--- config.mk ---
export PLATFORM = sky130hd
export DESIGN_NAME = div_edge_meter
export DESIGN_NICKNAME = d
export VERILOG_FILES = /design/src/rtl/div_edge_meter.sv
export SDC_FILE = /design/constraint.sdc
export NUM_CORES = 1
export LEC_CHECK = 0
export CORE_AREA = 4 4 42 44
export CTS_BUF_LIST = sky130_fd_sc_hd__clkbuf_4 sky130_fd_sc_hd__clkbuf_8 sky130_fd_sc_hd__clkbuf_16
export CTS_CLUSTER_SIZE = 20
export DETAILED_ROUTE_END_ITERATION = 10
export DIE_AREA = 0 0 46 48
export PLACE_DENSITY = 0.75
export SYNTH_ARGS = -nofsm -noshare
export SYNTH_HDL_FRONTEND = slang
export SYNTH_SLANG_ARGS = --single-unit
--- constraint.sdc ---
create_clock -name clk -period 2.2 [get_ports clk]
set_input_delay 0.22 -clock clk [delete_from_list [all_inputs] [get_ports clk]]
set_output_delay 0.22 -clock clk [all_outputs]
set_load 0.01 [all_outputs]
--- src/rtl/div_edge_meter.sv ---
// div_edge_meter: samples the divided clock as data, detects edges and measures run lengths.
// Defining DIV_CLK_CHECKER_SYNC_EN inserts a 2-flop synchronizer ahead of the sample flop.
module div_edge_meter #(
  parameter int DIV_N = 9,
  parameter int CNT_W = 4
) (
  input  logic             clk,
  input  logic             rstn,
  input  logic             div_in_i,
  output logic             rise_o,
  output logic             stuck_o,
  output logic [CNT_W-1:0] cnt_o,
  output logic [CNT_W-1:0] high_len_o,
  output logic [CNT_W-1:0] low_len_o
);
  localparam logic [CNT_W-1:0] CNT_MAX   = '1;
  localparam logic [CNT_W-1:0] STUCK_LEN = CNT_W'(DIV_N);

  logic             din;
  logic             s_q;
  logic             prev_q;
  logic             stuck_done_q;
  logic             fall;
  logic             edge_seen;
  logic [CNT_W-1:0] cnt_q;
  logic [CNT_W-1:0] cnt_d;
  logic [CNT_W-1:0] high_len_q;
  logic [CNT_W-1:0] low_len_q;

`ifdef DIV_CLK_CHECKER_SYNC_EN
  logic [1:0] sync_q;
  always_ff @(posedge clk or negedge rstn) begin
    if (!rstn) sync_q <= '0;
    else       sync_q <= {sync_q[0], div_in_i};
  end
  assign din = sync_q[1];
`else
  assign din = div_in_i;
`endif

  assign rise_o    = s_q & ~prev_q;
  assign fall      = ~s_q & prev_q;
  assign edge_seen = rise_o | fall;
  // Flag a stuck run once, even when DIV_N equals the saturation value.
  assign stuck_o   = ~edge_seen & (cnt_q == STUCK_LEN) & ~stuck_done_q;

  // NOTE: a combinational block assigns a default first so no path leaves cnt_d unassigned (no latch).
  always_comb begin
    cnt_d = cnt_q;
    if (edge_seen)             cnt_d = CNT_W'(1);
    else if (cnt_q != CNT_MAX) cnt_d = cnt_q + 1'b1;
  end

  // NOTE: sequential state uses non-blocking assignments so every flop samples pre-edge values.
  always_ff @(posedge clk or negedge rstn) begin
    if (!rstn) begin
      s_q          <= 1'b0;
      prev_q       <= 1'b0;
      cnt_q        <= '0;
      high_len_q   <= '0;
      low_len_q    <= '0;
      stuck_done_q <= 1'b0;
    end else begin
      s_q          <= din;
      prev_q       <= s_q;
      cnt_q        <= cnt_d;
      stuck_done_q <= edge_seen ? 1'b0 : (stuck_done_q | stuck_o);
      if (fall)   high_len_q <= cnt_q;
      if (rise_o) low_len_q  <= cnt_q;
    end
  end

  assign cnt_o      = cnt_q;
  assign high_len_o = high_len_q;
  assign low_len_o  = low_len_q;

endmodule

==> images/m1.png <==
(10 px per um) Supply wires on this layer in grey.
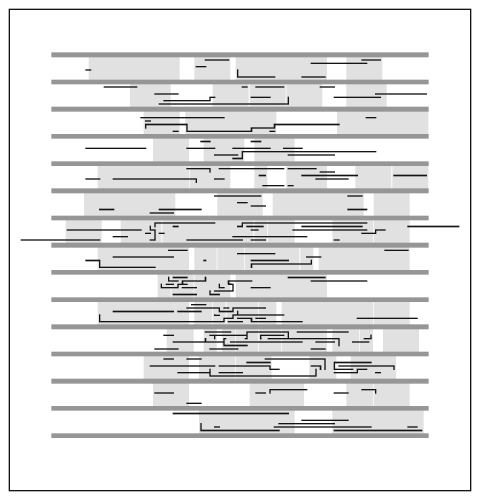
The wires run mostly horizontal. 64 nets have wire on it. The layer carries 558 um of wire. The longest straight run is 13.3 um.
via count: 445
Routed WL: 1247 um
met1 Resource Use GR: 15.35%

==> flow_summary.json <==
{
  "die_h_um": 48,
  "synth-xor-area-share_pct": 0,
  "seq_area_sq_um": 376.6,
  "synth.distinct_cells": 16,
  "grtUsageTotal_pct": 12.23,
  "cp_data_required_time_ns": 1.98,
  "cts_sinks": 15,
  "mux_share_pct": 17.66,
  "antenna_found_initial": 0,
  "fp_nets": 55,
  "cts_setup_buffers": 0,
  "p_int_uw": 528.6,
  "flop_cell": "dfrtp_1",
  "viasPerCell": 5.235,
  "clkSlewWorstSetupHoldPaths_ns": 0.10,
  "use_met3_pct": 2.256,
  "setup_viol": 0,
  "post-route-period-util_pct": 93.05,
  "p_comb_uw": 222,
  "comb_share_pct": 30.29,
  "yosys-stat-area_sq_um": 651.9,
  "wl_per_cell_um": 14.67,
  "met1Wirelength_um": 557,
  "start_kind": "flop",
  "io_pins": 17,
  "max_freq_ghz": 0.4885,
  "clockPowerShare_pct": 21.5,
  "syn_area_sq_um": 651.9,
  "path_cells": "inv_1, ha_2, nor3b_2, clkdlybuf4s50_1",
  "maxPowerGroup": "registers",
  "edf_count": 0,
  "grt_util_met2_pct": 20.60,
  "htree_num_levels": 1,
  "finalHoldViolCount": 0,
  "crit-reg2reg-launch": "cnt_o[0]",
  "taps": 16,
  "clk_share_pct": 3.143,
  "fp_util_pct": 45.38,
  "worst_r2r_path_depth": 4,
  "overflow": 0,
  "routed-wl-met2_um": 602,
  "dp_hpwl_um": 884.9,
  "adder_share_pct": 7.678,
  "final_antenna_net_count": 0,
  "post-route-min-period_ns": 2.047,
  "grt_pass1_vias": 422,
  "status": "finished, final reports clean",
  "powerDensity_nw_per_um2": 855.5,
  "arrival_ns": 1.83,
  "clk_path_buf_depth": 2,
  "cts_inserted_buffers": 3,
  "inverters_excl_clock": 5,
  "drt_iter0_markers": 8,
  "synth_seq_share_pct": 57.58,
  "io_buffer_count": 16,
  "r2r_end": "cnt_o[3]",
  "slew_headroom_pct": 54.57,
  "clkbuf_count": 3,
  "die_x_um": 46,
  "syn2layout_area_growth_pct": 34.36,
  "route.met3.wl_um": 67,
  "crit_start": "s_q",
  "drc_errors": 0,
  "busiest_layer": "met2",
  "ys_sh_simple_pct": 8.445,
  "fin_nets": 77,
  "aoi_share_pct": 5.758,
  "tns_ns": 0,
  "drive_above_1_share_pct": 27.54,
  "seqPwrFrac_pct": 48.8,
  "grt_pass1_wl_um": 1904,
  "rsz0062_at_grt": "no",
  "avgSynthCellArea_sq_um": 13.58,
  "vdd_drop_max_uv": 517.7,
  "swShare_pct": 29.46,
  "critical_path.max_stage_delay_ns": 0.55,
  "crit_type": "flop to primary output",
  "fp.coreArea_sq_um": 1436
}
==> images/placed.png <==
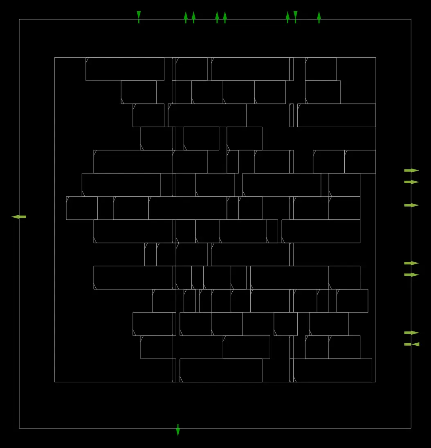
Finished Core Util: 60.98%
FILL cells: 117
Row Count: 14

layout by cell type, fill, tap and decap left out, types with 3 or more instances in the layout:
cell             instances
ha_1                     3
nand2b_1                 3
inv_1                    5
clkdlybuf4s50_1         16
mux2_2                   8
dfrtp_1                 14
nand2_1                  3
clkbuf_4                 3
per-stage QoR:
| stage | instance area (sq um) | setup WS, ns | instances | total power [uW] | hold slack [ns] |
|---|---|---|---|---|---|
| floorplan | 651.9 | 0.9001 | 48 | 464.5 | -0.07559 |
| global placement | 839.6 | 0.4570 | 81 | 588.4 | 0.3837 |
| detailed placement | 839.6 | 0.4034 | 81 | 594.5 | 0.3994 |
| CTS | 867.1 | 0.06320 | 85 | 757.8 | 0.3545 |
| global route | 875.8 | 0.07049 | 85 | 788.5 | 0.3725 |
| finish | 875.8 | 0.1529 | 85 | 749.3 | 0.3393 |
worst max path at each step:
stage / to / slack, ns / depth (start not counted)
final: stuck_o / 0.15 / 4
after global routing: stuck_o / 0.07 / 5
after CTS: stuck_o / 0.06 / 4
after detailed placement: stuck_o / 0.40 / 4
after global placement: stuck_o / 0.46 / 4
after floorplan: stuck_o / 0.90 / 3
worst max-delay path, delay by kind of cell (launching register included):
family,cells,cell delay (ns)
fa+ha+maj,1,0.38
flops,1,0.38
simple gates,1,0.18
buf+inv,2,0.61
state kept, by name, summed over array words and instances, names as in the netlist:
name	cells
s_q	1
stuck_done_q	1
prev_q	1
low_len_o	4
cnt_o	4
high_len_o	4
cells in the mapped netlist, types with 3 or more instances:
cell type	instances	area, sq um
inv_1	5	18.77
ha_1	4	50.05
nand2_1	3	11.26
mux2_2	8	90.09
nand2b_1	3	18.77
dfrtp_1	15	375.4
timing repair:
| action | in CTS | in global routing |
|---|---|---|
| endpoints found under the setup margin | 0 | 1 |
| resized | 0 | 3 |
| hold buffers | 0 | 0 |
Power and IR drop assume default switching activity.
